==> src/rtl/mem_access_unit.sv <==
// Load/store unit for the EX/MEM stage: issues word-aligned memory requests, waits
// for completion with a timeout, and produces one write-back pulse per instruction.
module mem_access_unit #(
  parameter int TIMEOUT = 15
) (
  input  logic        clk,
  input  logic        reset,
  input  logic        in_valid,
  input  logic        MemRead,
  input  logic        MemWrite,
  input  logic [2:0]  funct3,
  input  logic [31:0] ALUResult,
  input  logic [31:0] WriteData,
  input  logic [4:0]  rd,
  input  logic        RegWrite,
  output logic        dmem_req,
  output logic        dmem_we,
  output logic [31:0] dmem_addr,
  output logic [31:0] dmem_wdata,
  output logic [3:0]  dmem_wstrb,
  input  logic        dmem_ack,
  input  logic [31:0] dmem_rdata,
  output logic        stall,
  output logic        wb_valid,
  output logic [31:0] wb_data,
  output logic [4:0]  wb_rd,
  output logic        wb_RegWrite,
  output logic [1:0]  wb_err
);

  typedef enum logic {IDLE, WAIT} state_t;

  localparam logic [3:0] TO_LAST = 4'(TIMEOUT - 1);

  state_t      state, state_next;
  logic [3:0]  cnt;
  logic        mem_op, illegal, misaligned, accept_mem, time_out;
  logic [2:0]  r_funct3;
  logic [1:0]  r_lo;
  logic [31:0] r_alu;
  logic [4:0]  r_rd;
  logic        r_regwrite, r_load;
  logic [31:0] rd_shift, load_data;

  assign mem_op  = MemRead | MemWrite;
  assign illegal = (MemRead & MemWrite)
                 | (MemWrite & (funct3 > 3'b010))
                 | (MemRead & ((funct3 == 3'b011) | (funct3[2:1] == 2'b11)));

  always_comb begin
    misaligned = 1'b0;
    case (funct3[1:0])
      2'b01:   misaligned = ALUResult[0];
      2'b10:   misaligned = (ALUResult[1:0] != 2'b00);
      default: misaligned = 1'b0;
    endcase
  end

  assign accept_mem = in_valid & mem_op & ~illegal & ~misaligned;
  assign time_out   = ~dmem_ack & (cnt == TO_LAST);

  always_ff @(posedge clk) begin
    if (reset) state <= IDLE;
    else       state <= state_next;
  end

  // Stall drops on the final WAIT cycle (ack or timeout) so upstream advances
  // in step with the write-back pulse that follows.
  always_comb begin
    state_next = state;
    stall      = 1'b0;
    case (state)
      IDLE: if (accept_mem) begin
        state_next = WAIT;
        stall      = 1'b1;
      end
      WAIT: if (dmem_ack || time_out) state_next = IDLE;
            else                      stall      = 1'b1;
      default: state_next = IDLE;
    endcase
    if (reset) stall = 1'b0;
  end

  assign rd_shift = dmem_rdata >> {r_lo, 3'b000};

  always_comb begin
    load_data = dmem_rdata;
    case (r_funct3)
      3'b000:  load_data = {{24{rd_shift[7]}}, rd_shift[7:0]};
      3'b100:  load_data = {24'd0, rd_shift[7:0]};
      3'b001:  load_data = {{16{rd_shift[15]}}, rd_shift[15:0]};
      3'b101:  load_data = {16'd0, rd_shift[15:0]};
      default: load_data = dmem_rdata;
    endcase
  end

  always_ff @(posedge clk) begin
    if (reset) begin
      cnt         <= '0;
      dmem_req    <= 1'b0;
      dmem_we     <= 1'b0;
      dmem_addr   <= '0;
      dmem_wdata  <= '0;
      dmem_wstrb  <= '0;
      wb_valid    <= 1'b0;
      wb_data     <= '0;
      wb_rd       <= '0;
      wb_RegWrite <= 1'b0;
      wb_err      <= 2'b00;
      r_funct3    <= '0;
      r_lo        <= '0;
      r_alu       <= '0;
      r_rd        <= '0;
      r_regwrite  <= 1'b0;
      r_load      <= 1'b0;
    end else begin
      wb_valid <= 1'b0;
      case (state)
        IDLE: begin
          cnt <= '0;
          if (in_valid && !mem_op) begin
            wb_valid    <= 1'b1;
            wb_data     <= ALUResult;
            wb_rd       <= rd;
            wb_RegWrite <= RegWrite;
            wb_err      <= 2'b00;
          end else if (in_valid && (illegal || misaligned)) begin
            wb_valid    <= 1'b1;
            wb_data     <= ALUResult;
            wb_rd       <= rd;
            wb_RegWrite <= 1'b0;
            wb_err      <= illegal ? 2'b11 : 2'b01;
          end else if (accept_mem) begin
            dmem_req   <= 1'b1;
            dmem_we    <= MemWrite;
            dmem_addr  <= {ALUResult[31:2], 2'b00};
            r_funct3   <= funct3;
            r_lo       <= ALUResult[1:0];
            r_alu      <= ALUResult;
            r_rd       <= rd;
            r_regwrite <= RegWrite;
            r_load     <= MemRead;
            case (funct3[1:0])
              2'b00: begin
                dmem_wstrb <= MemWrite ? (4'b0001 << ALUResult[1:0]) : 4'b0000;
                dmem_wdata <= {4{WriteData[7:0]}};
              end
              2'b01: begin
                dmem_wstrb <= MemWrite ? (4'b0011 << ALUResult[1:0]) : 4'b0000;
                dmem_wdata <= {2{WriteData[15:0]}};
              end
              default: begin
                dmem_wstrb <= MemWrite ? 4'b1111 : 4'b0000;
                dmem_wdata <= WriteData;
              end
            endcase
          end
        end
        WAIT: begin
          if (dmem_ack) begin
            dmem_req    <= 1'b0;
            dmem_we     <= 1'b0;
            wb_valid    <= 1'b1;
            wb_data     <= r_load ? load_data : r_alu;
            wb_rd       <= r_rd;
            wb_RegWrite <= r_load & r_regwrite;
            wb_err      <= 2'b00;
          end else if (time_out) begin
            dmem_req    <= 1'b0;
            dmem_we     <= 1'b0;
            wb_valid    <= 1'b1;
            wb_data     <= r_alu;
            wb_rd       <= r_rd;
            wb_RegWrite <= 1'b0;
            wb_err      <= 2'b10;
          end else begin
            cnt <= cnt + 4'd1;
          end
        end
        default: ;
      endcase
    end
  end

endmodule

==> config.mk <==
export PLATFORM = sky130hd
export DESIGN_NAME = mem_access_unit
export DESIGN_NICKNAME = d
export VERILOG_FILES = /design/src/rtl/mem_access_unit.sv
export SDC_FILE = /design/constraint.sdc
export NUM_CORES = 1
export LEC_CHECK = 0
export CAP_MARGIN = 5
export CORE_MARGIN = 8
export CORE_UTILIZATION = 48
export CTS_BUF_LIST = sky130_fd_sc_hd__clkbuf_4 sky130_fd_sc_hd__clkbuf_8
export DETAILED_ROUTE_END_ITERATION = 16
export PLACE_DENSITY_LB_ADDON = 0.15
export RECOVER_POWER = 50
export SLEW_MARGIN = 20
export SYNTH_ARGS = -nofsm -noshare
export SYNTH_HDL_FRONTEND = slang
export SYNTH_SLANG_ARGS = --single-unit
==> constraint.sdc <==
create_clock -name clk -period 3.1 [get_ports clk]
set_input_delay 0.31 -clock clk [delete_from_list [all_inputs] [get_ports clk]]
set_output_delay 0.31 -clock clk [all_outputs]
set_load 0.02 [all_outputs]
==> run_1/met2.png <==
Drawn at 4 px/µm.
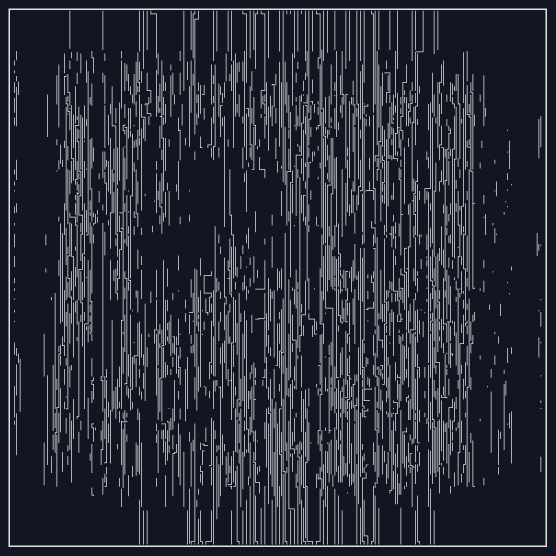
- share of all routed wire: 48%
- nets with wire on the layer: 922
- main direction: vertical
- longest straight run: 54.4 µm
- wire length on this layer: 11,100 µm

==> run_1/final_placement.png <==
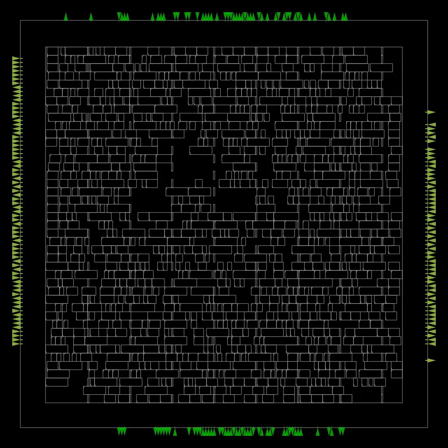
sequential share of cell area: 27.7%
flip-flops: 126

==> run_1/pins.png <==
Drawn at 4 px/µm. Pins as bars across the die edge, other pins in grey.
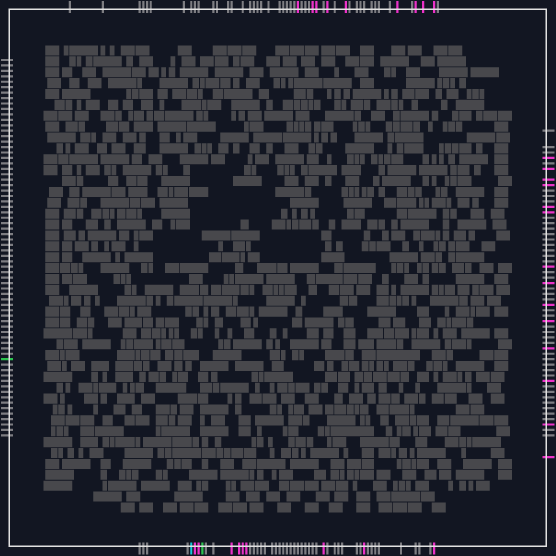
- cyan: stall (pins 1; direction output; edge south)
- green: wb_err (pins 2; direction output; edge 1 west, 1 south)
- magenta: wb_data (pins 32; direction output; edge 14 east, 9 south, 9 north)
- all pins by edge: 70 west, 55 east, 49 south, 49 north
number of port buffers: 220
Die H: 134 µm
Horiz. Die Dim: 134 µm

==> run_1/metal_stack.png <==
Drawn at 2 px/µm. Two of the layers only.
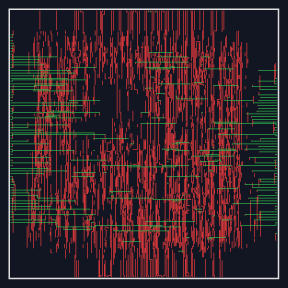
- green: met3 (wire length 2,330 µm)
- red: met2 (wire length 11,100 µm)
routed wire length: 23.2 mm
routed wire length per instance: 19.3 µm
total via count after detailed routing: 6,957
total routing resource utilization after global routing: 25.2%

==> flow_metrics.env, run 1 <==
# physical design summary
export IMPL_crit_cells=8
export IMPL_worst_setup_path_start_kind="primary input"
export IMPL_period_minus_slack_ns=2.91
export IMPL_cts_htree_levels=4
export IMPL_warning_count_from_the_yosys_run=0
export IMPL_core_rowCount=43
export IMPL_grt_start_max_net_pins=72
export IMPL_comb_share_pct=38.8
export IMPL_nonClkBufAreaFrac_pct=26.4
export IMPL_area_sequential_mm2=0.00252
export IMPL_outcome="finished clean"
export IMPL_comb_area_mm2=0.00354
export IMPL_starting_density_of_the_core_pct=48.6
export IMPL_fillers=1215
export IMPL_met3RoutedLength_mm=2.33
export IMPL_timing_hold_ws_ns=0.364
export IMPL_well_tap_count=180
export IMPL_reg_top3="dmem_wdata x32, wb_data x32, r_alu x31"
export IMPL_cellPowerDensity_mw_per_mm2=460
export IMPL_async_flop_share_pct=0
export IMPL_postSynth_topFlopCell="sky130_fd_sc_hd__dfxtp_1"
export IMPL_cell_depth_of_the_worst_flop_to_flop_path=5
export IMPL_critical_path_max_stage_delay_ns=0.66
export IMPL_rsz_0062_raised_after_global_routing="false"
export IMPL_combinationalPowerShare_pct=24.1
export IMPL_weighted_congestion_at_the_end_of_routability_driven_global_placement=0.857
export IMPL_biggestCellCategory="combinational gates"
export IMPL_least_margin_pin_slew_ns=0.962
export IMPL_power_group_top="sequential cells"
export IMPL_synth_compound_area_share_pct=24.5
export IMPL_r2r_endpoint="wb_data[31]"
export IMPL_setup_viol_count_final=0
export IMPL_slew_headroom_pct=35.9
export IMPL_met1Wirelength_mm=9.19
export IMPL_synthXorXnorAreaFrac_pct=0.394
export IMPL_grt_pass1_wl_mm=36.1
export IMPL_synthCells=854
export IMPL_grt_use_met2_pct=42.0
export IMPL_p_seq_share_pct=43.0
export IMPL_hold_path_startpoint="reset"
export IMPL_dr_iter_0_viols=653
--- run 2 (diff from run 1) ---
--- a/config.mk
+++ b/config.mk
@@ -12,6 +12,7 @@
 export DETAILED_ROUTE_END_ITERATION = 16
 export PLACE_DENSITY_LB_ADDON = 0.15
 export RECOVER_POWER = 50
+export SKIP_LAST_GASP = 1
 export SLEW_MARGIN = 20
 export SYNTH_ARGS = -nofsm -noshare
 export SYNTH_HDL_FRONTEND = slang
==> run_2/met2.png <==
Drawn at 4 px/µm.
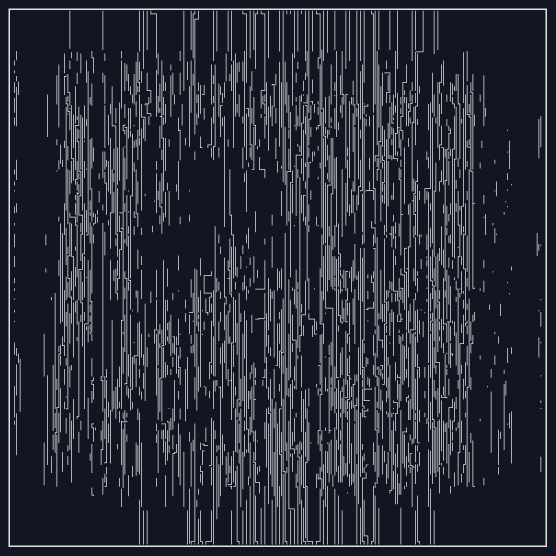
- longest straight run: 54.4 µm
- wire length on this layer: 11,100 µm
- share of all routed wire: 48%
- nets with wire on the layer: 922
- main direction: vertical
GR met2 Demand/Resource: 42.0%

==> run 2 against run 1 <==
Effect of this change: first-iteration DRC count is the same; register-to-register slack is essentially flat; combinational power is essentially flat; non-clock buffer count is the same; global-route usage is the same; fmax is the same; largest power group unchanged.
==> flow_metrics.env, run 2 <==
# physical design summary
export IMPL_cellPowerDensity_mw_per_mm2=460
export IMPL_synthXorXnorAreaFrac_pct=0.394
export IMPL_flop_count=126
export IMPL_postSynth_topFlopCell="sky130_fd_sc_hd__dfxtp_1"
export IMPL_met3RoutedLength_mm=2.33
export IMPL_warning_count_from_the_yosys_run=0
export IMPL_comb_area_mm2=0.00354
export IMPL_die_area_mm2=0.0179
export IMPL_dieHeight_um=134
export IMPL_r2r_endpoint="wb_data[31]"
export IMPL_detail_route_wl_per_cell_um=19.3
export IMPL_synth_compound_area_share_pct=24.5
export IMPL_cts_htree_levels=4
export IMPL_well_tap_count=180
export IMPL_nonClkBufAreaFrac_pct=26.4
export IMPL_dr_iter_0_viols=653
export IMPL_least_margin_pin_slew_ns=0.962
export IMPL_outcome="finished clean"
export IMPL_p_seq_share_pct=43.0
export IMPL_async_flop_share_pct=0
export IMPL_area_sequential_mm2=0.00252
export IMPL_combinationalPowerShare_pct=24.1
export IMPL_routed_wl_mm=23.2
export IMPL_placement_io_buffers=220
export IMPL_comb_share_pct=38.8
export IMPL_starting_density_of_the_core_pct=48.6
export IMPL_period_minus_slack_ns=2.91
export IMPL_grt_start_max_net_pins=72
export IMPL_rsz_0062_raised_after_global_routing="false"
export IMPL_weighted_congestion_at_the_end_of_routability_driven_global_placement=0.857
export IMPL_power_group_top="sequential cells"
export IMPL_seq_share_pct=27.7
export IMPL_critical_path_max_stage_delay_ns=0.66
export IMPL_total_routing_resource_utilization_after_global_routing_pct=25.2
export IMPL_timing_hold_ws_ns=0.364
export IMPL_fillers=1215
export IMPL_grt_pass1_wl_mm=36.1
export IMPL_ys_cells=854
export IMPL_worst_setup_path_start_kind="primary input"
export IMPL_synthCells=854
export IMPL_reg_top3="dmem_wdata x32, wb_data x32, r_alu x31"
export IMPL_postCtsSetupRepairBufs=0
export IMPL_setup_viol_count_final=0
export IMPL_core_rowCount=43
export IMPL_biggestCellCategory="combinational gates"
==> run_2/final_placement.png <==
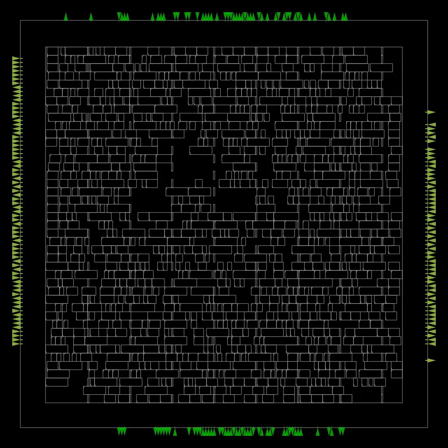
area of the core: 0.0137 mm²
end-of-flow core utilization: 66.5%

--- run 3 (diff from run 2) ---
==> constraint.sdc (replaced) <==
create_clock -name clk -period 3.1 [get_ports clk]
set_input_delay 0.465 -clock clk [delete_from_list [all_inputs] [get_ports clk]]
set_output_delay 0.465 -clock clk [all_outputs]
set_load 0.02 [all_outputs]
==> run_3/pins.png <==
Drawn at 4 px/µm. Pins as bars across the die edge, other pins in grey.
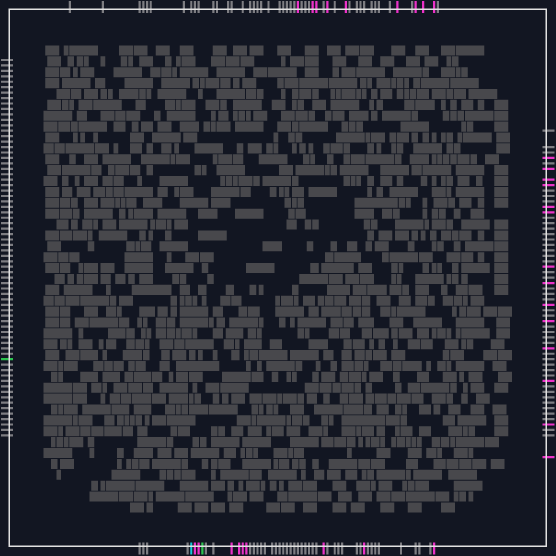
- green: wb_err (pins 2; direction output; edge 1 west, 1 south)
- cyan: stall (pins 1; direction output; edge south)
- magenta: wb_data (pins 32; direction output; edge 14 east, 9 south, 9 north)

==> run_3/final_placement.png <==
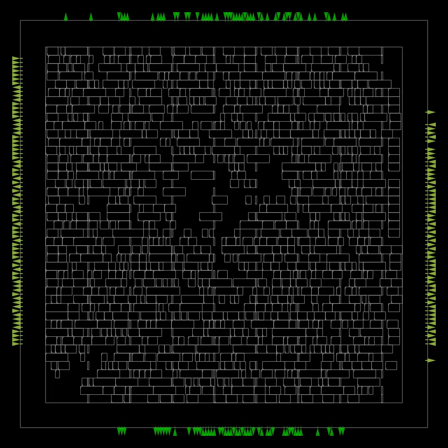
non-filler instance count after layout: 1,213
fillers: 1,174
standard-cell row count: 43
end-of-flow core utilization: 67.5%
Tap Count: 180

==> run 3 against run 2 <==
Effect of this change: the flow now finishes with violations (max-capacitance violations, max-slew violations); non-clock buffer count rose by 10; utilization rose by 0.99 points; worst setup slack improved by 0.047 ns; clock skew rose by 0.0019 ns; sequential cell count did not move; sequential power barely moved; cell area rose by 1.5%; cell count rose by 0.83%; global-route usage barely moved; total power rose by 4.0%; sequential share of layout area fell by 0.42 points; highest routed layer unchanged.
==> flow_metrics.env, run 3 <==
# physical design summary
export IMPL_met3RoutedLength_mm=2.31
export IMPL_postSynth_topFlopCell="sky130_fd_sc_hd__dfxtp_1"
export IMPL_violations="max-capacitance violations, max-slew violations"
export IMPL_cell_depth_of_the_worst_flop_to_flop_path=6
export IMPL_period_minus_slack_ns=2.86
export IMPL_vias=6952
export IMPL_post_cts_resized=1
export IMPL_drv_cap=1
export IMPL_synthXorXnorAreaFrac_pct=0.394
export IMPL_routed_wl_mm=23.2
export IMPL_slew_headroom_pct=-0.681
export IMPL_crit_cells=8
export IMPL_antenna_cells=0
export IMPL_die_w_um=134
export IMPL_dieHeight_um=134
export IMPL_core_mm2=0.0137
export IMPL_postCtsSetupRepairBufs=0
export IMPL_warning_count_from_the_yosys_run=0
export IMPL_synth_compound_area_share_pct=24.5
export IMPL_hold_path_startpoint="reset"
export IMPL_drive_gt1_share_pct=7.65
export IMPL_detail_route_wl_per_cell_um=19.2
export IMPL_area_sequential_mm2=0.00252
export IMPL_p_seq_share_pct=41.4
export IMPL_async_flop_share_pct=0
export IMPL_synthToLayoutAreaGrowth_pct=38.8
export IMPL_seq_area_frac_synth_pct=37.8
export IMPL_clock_root_cell="sky130_fd_sc_hd__clkbuf_8"
export IMPL_worst_setup_path_start_kind="primary input"
export IMPL_seq_share_pct=27.2
export IMPL_nonClkBufAreaFrac_pct=26.8
export IMPL_drt_first_pass_iters=5
export IMPL_cts_htree_levels=4
export IMPL_setup_slack_ns=0.238
export IMPL_r2r_endpoint="wb_data[19]"
export IMPL_comb_share_pct=38.4
export IMPL_biggestCellCategory="combinational gates"
export IMPL_reg_top3="dmem_wdata x32, wb_data x32, r_alu x31"
export IMPL_layout_worst_path_cycle_share_pct=92.3
export IMPL_die_area_mm2=0.0179
export IMPL_weighted_congestion_at_the_end_of_routability_driven_global_placement=0.846
export IMPL_comb_area_mm2=0.00355
export IMPL_met1Wirelength_mm=9.40
export IMPL_worst_path_max_fanout=3
export IMPL_flop_count=126
export IMPL_rsz_0062_raised_after_global_routing="false"
export IMPL_outcome="complete, but fails checks"
export IMPL_synthCells=854
export IMPL_critical_path_max_stage_delay_ns=0.50
export IMPL_placement_io_buffers=220
export IMPL_grt_use_met2_pct=41.0
export IMPL_clock_tree_from_tritoncts="yes"
export IMPL_ys_cells=854
export IMPL_grt_start_max_net_pins=131
export IMPL_dr_iter_0_viols=614
export IMPL_cellPowerDensity_mw_per_mm2=471
export IMPL_starting_density_of_the_core_pct=48.6
export IMPL_report_final_slew_viol_count=70
export IMPL_timing_hold_ws_ns=0.236
export IMPL_total_routing_resource_utilization_after_global_routing_pct=25.3
export IMPL_power_group_top="sequential cells"
export IMPL_combinationalPowerShare_pct=23.4
export IMPL_grt_pass1_wl_mm=36.1
Power and IR drop assume default switching activity.
